Figure 1. Placement view.
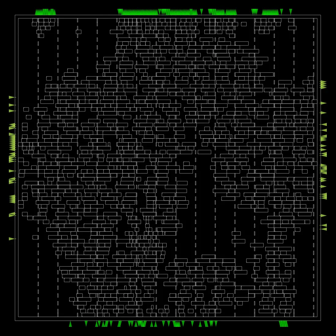
Figure 2. Placement by cell class.
(1 px per µm)
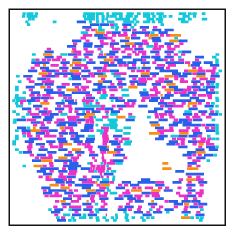
Figure 3. Sequential cells colored by netlist name.
(1 px per µm) Other sequential cells in the stronger gray, the rest of the logic in the fainter gray.
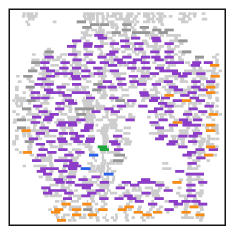
==> src/rtl/mips_pkg.sv <==
// Shared MIPS decode constants: instruction classes, opcodes and field bit ranges.
// Also holds the two small decode helpers used by the instruction register.
package mips_pkg;

  typedef enum logic [1:0] {
    TYPE_R = 2'b00,
    TYPE_I = 2'b01,
    TYPE_J = 2'b10
  } inst_type_e;

  localparam logic [5:0] OP_RTYPE = 6'h00;
  localparam logic [5:0] OP_J     = 6'h02;
  localparam logic [5:0] OP_JAL   = 6'h03;
  localparam logic [5:0] OP_ANDI  = 6'h0C;
  localparam logic [5:0] OP_ORI   = 6'h0D;
  localparam logic [5:0] OP_XORI  = 6'h0E;

  localparam int OPC_HI = 31;
  localparam int OPC_LO = 26;
  localparam int RS_HI  = 25;
  localparam int RS_LO  = 21;
  localparam int RT_HI  = 20;
  localparam int RT_LO  = 16;
  localparam int RD_HI  = 15;
  localparam int RD_LO  = 11;
  localparam int SH_HI  = 10;
  localparam int SH_LO  = 6;
  localparam int FN_HI  = 5;
  localparam int FN_LO  = 0;
  localparam int IMM_HI = 15;
  localparam int IMM_LO = 0;
  localparam int JA_HI  = 25;
  localparam int JA_LO  = 0;

  // Undefined opcodes fall into the I class; no trap is raised for them.
  function automatic inst_type_e classify(input logic [5:0] op);
    if (op == OP_RTYPE) begin
      return TYPE_R;
    end else if (op == OP_J || op == OP_JAL) begin
      return TYPE_J;
    end
    return TYPE_I;
  endfunction

  function automatic logic is_zext(input logic [5:0] op);
    return (op == OP_ANDI) || (op == OP_ORI) || (op == OP_XORI);
  endfunction

endpackage

==> src/rtl/inst_queue_reg_fifo.sv <==
// Prefetch storage for (instruction, PC) pairs with explicit occupancy count.
// Push/pop requests are qualified here against full/empty and flush.
module inst_fifo
  import mips_pkg::*;
#(
  parameter int DEPTH = 4,
  parameter int W     = 64,
  localparam int PW   = $clog2(DEPTH),
  localparam int CW   = PW + 1
) (
  input  logic          clk,
  input  logic          rst_n,
  input  logic          flush,
  input  logic          wr_en,
  input  logic          rd_en,
  input  logic [W-1:0]  wdata,
  output logic [W-1:0]  rdata,
  output logic          empty,
  output logic          in_ready,
  output logic [CW-1:0] count
);

  localparam logic [CW-1:0] FULL_CNT = CW'(DEPTH);

  logic [W-1:0]  mem_q [DEPTH];
  logic [W-1:0]  mem_d [DEPTH];
  logic [PW-1:0] wr_ptr_q, wr_ptr_d;
  logic [PW-1:0] rd_ptr_q, rd_ptr_d;
  logic [CW-1:0] count_q, count_d;
  logic          push, pop;

  assign in_ready = (count_q < FULL_CNT);
  assign empty    = (count_q == '0);
  assign rdata    = mem_q[rd_ptr_q];
  assign count    = count_q;

  assign push = wr_en && in_ready && !flush;
  assign pop  = rd_en && !empty && !flush;

  always_comb begin
    mem_d    = mem_q;
    wr_ptr_d = wr_ptr_q;
    rd_ptr_d = rd_ptr_q;
    count_d  = count_q;
    if (flush) begin
      wr_ptr_d = '0;
      rd_ptr_d = '0;
      count_d  = '0;
    end else begin
      if (push) begin
        mem_d[wr_ptr_q] = wdata;
        wr_ptr_d        = wr_ptr_q + PW'(1);
      end
      if (pop) begin
        rd_ptr_d = rd_ptr_q + PW'(1);
      end
      // Simultaneous push and pop leaves occupancy unchanged.
      if (push && !pop) begin
        count_d = count_q + CW'(1);
      end else if (pop && !push) begin
        count_d = count_q - CW'(1);
      end
    end
  end

  always_ff @(posedge clk or negedge rst_n) begin
    if (!rst_n) begin
      for (int i = 0; i < DEPTH; i++) begin
        mem_q[i] <= '0;
      end
      wr_ptr_q <= '0;
      rd_ptr_q <= '0;
      count_q  <= '0;
    end else begin
      mem_q    <= mem_d;
      wr_ptr_q <= wr_ptr_d;
      rd_ptr_q <= rd_ptr_d;
      count_q  <= count_d;
    end
  end

endmodule

==> src/rtl/inst_queue_reg.sv <==
// Prefetch queue feeding an ir_w-gated instruction register with MIPS field decode.
// Handshake: a word transfers on a rising edge where in_valid && in_ready are both high.
module inst_queue_reg
  import mips_pkg::*;
#(
  parameter int DEPTH = 4,
  parameter int PC_W  = 32,
  parameter int XLEN  = 32
) (
  input  logic                   clk,
  input  logic                   rst_n,
  input  logic                   flush,
  input  logic                   in_valid,
  output logic                   in_ready,
  input  logic [31:0]            in_inst,
  input  logic [PC_W-1:0]        in_pc,
  input  logic                   ir_w,
  output logic                   ir_valid,
  output logic [PC_W-1:0]        ir_pc,
  output logic [5:0]             opcode,
  output logic [4:0]             rs,
  output logic [4:0]             rt,
  output logic [4:0]             rd,
  output logic [4:0]             shamt,
  output logic [5:0]             funct,
  output logic [15:0]            immediate,
  output logic [XLEN-1:0]        imm_ext,
  output logic [25:0]            jump_address,
  output logic [1:0]             inst_type,
  output logic [$clog2(DEPTH):0] count
);

  localparam int W = 32 + PC_W;

  logic [31:0]     ir_q, ir_d;
  logic [PC_W-1:0] ir_pc_q, ir_pc_d;
  logic            ir_valid_q, ir_valid_d;
  logic [W-1:0]    head;
  logic            fifo_empty;
  logic            bypass;
  logic            wr_en;

  // An empty-queue load consumes the incoming word directly instead of enqueuing it.
  assign bypass = ir_w && fifo_empty && in_valid;
  assign wr_en  = in_valid && !(ir_w && fifo_empty);

  inst_fifo #(
    .DEPTH (DEPTH),
    .W     (W)
  ) u_fifo (
    .clk      (clk),
    .rst_n    (rst_n),
    .flush    (flush),
    .wr_en    (wr_en),
    .rd_en    (ir_w),
    .wdata    ({in_pc, in_inst}),
    .rdata    (head),
    .empty    (fifo_empty),
    .in_ready (in_ready),
    .count    (count)
  );

  always_comb begin
    ir_d       = ir_q;
    ir_pc_d    = ir_pc_q;
    ir_valid_d = ir_valid_q;
    if (flush) begin
      ir_valid_d = 1'b0;
    end else if (ir_w) begin
      if (!fifo_empty) begin
        ir_d       = head[31:0];
        ir_pc_d    = head[W-1:32];
        ir_valid_d = 1'b1;
      end else if (bypass) begin
        ir_d       = in_inst;
        ir_pc_d    = in_pc;
        ir_valid_d = 1'b1;
      end else begin
        ir_valid_d = 1'b0;
      end
    end
  end

  always_ff @(posedge clk or negedge rst_n) begin
    if (!rst_n) begin
      ir_q       <= '0;
      ir_pc_q    <= '0;
      ir_valid_q <= 1'b0;
    end else begin
      ir_q       <= ir_d;
      ir_pc_q    <= ir_pc_d;
      ir_valid_q <= ir_valid_d;
    end
  end

  assign ir_valid     = ir_valid_q;
  assign ir_pc        = ir_pc_q;
  assign opcode       = ir_q[OPC_HI:OPC_LO];
  assign rs           = ir_q[RS_HI:RS_LO];
  assign rt           = ir_q[RT_HI:RT_LO];
  assign rd           = ir_q[RD_HI:RD_LO];
  assign shamt        = ir_q[SH_HI:SH_LO];
  assign funct        = ir_q[FN_HI:FN_LO];
  assign immediate    = ir_q[IMM_HI:IMM_LO];
  assign jump_address = ir_q[JA_HI:JA_LO];
  assign inst_type    = classify(opcode);
  assign imm_ext      = is_zext(opcode) ? XLEN'(immediate) : XLEN'($signed(immediate));

endmodule

==> config.mk <==
export PLATFORM = sky130hd
export DESIGN_NAME = inst_queue_reg
export DESIGN_NICKNAME = d
export VERILOG_FILES = /design/src/rtl/mips_pkg.sv /design/src/rtl/inst_queue_reg_fifo.sv /design/src/rtl/inst_queue_reg.sv
export SDC_FILE = /design/constraint.sdc
export NUM_CORES = 1
export LEC_CHECK = 0
export CAP_MARGIN = 20
export CORE_MARGIN = 2
export CORE_UTILIZATION = 35
export DETAILED_ROUTE_END_ITERATION = 16
export HOLD_SLACK_MARGIN = 0.06
export SYNTH_ARGS = -nofsm -noshare
export SYNTH_HDL_FRONTEND = slang
export SYNTH_SLANG_ARGS = --single-unit
export TNS_END_PERCENT = 50
==> constraint.sdc <==
create_clock -name clk -period 2.1 [get_ports clk]
set_clock_uncertainty 0.05 [all_clocks]
set_input_delay 0.21 -clock clk [delete_from_list [all_inputs] [get_ports clk]]
set_output_delay 0.21 -clock clk [all_outputs]
set_load 0.05 [all_outputs]
==> flow_summary.toml <==
# yosys + openroad results
[global_routing]
grt_pass1_wl_um = 54800
met3_usage_pct = 2.30
grt-busiest-layer = "met2"

[pwr]
powerSeq_mw = 9.88
power_switching_mw = 11.3
power_frac_seq_pct = 33.1
clkPwrFrac_pct = 23.1
combPwrFrac_pct = 43.7

[synthesis]
ys_sh_simple_pct = 1.53
top_logic_kind = "multiplexers"
yosys-stat-cells = 965
top_cell = "dfrtp_1"

[placement]
place_ws_ns = -0.226

[route]
met1_length_um = 15200
vias = 8639
wl_um = 34500

[setup_path]
crit_path_max_fanout = 16
cp.depth = 4
rrSetupSlack_ns = 0.08
path_buffers = 1
slowest_stage = "dfrtp_2"
crit_family = "flip-flops"

[sta]
slew-limit-headroom_pct = 65.3

[clock_tree]
clk-insertion-delay-late_ns = 0.54

[layout]
instances_no_fill = 1769
postLayoutCoreUtil_pct = 44.6
nNonClkBuffers = 272
area_share_nonclk_buffers_pct = 14.8

[run_status]
status = "complete, no violations"
About Figure 1:
Std-Cell Rows: 77
sequential cell area share: 42.0%
Flops: 328

About Figure 2:
color	class	cells	share of their area
magenta	all other logic	506	34%
orange	clock drivers and dummy loads	71	7.1%
cyan	other buffers and delay cells	272	15%
blue	flops	328	44%

About Figure 3:
color	signal	sequential cells
orange	ir_pc	32
green	u_fifo.wr_ptr_q	2
blue	u_fifo.count	3
purple	u_fifo.mem_q	256

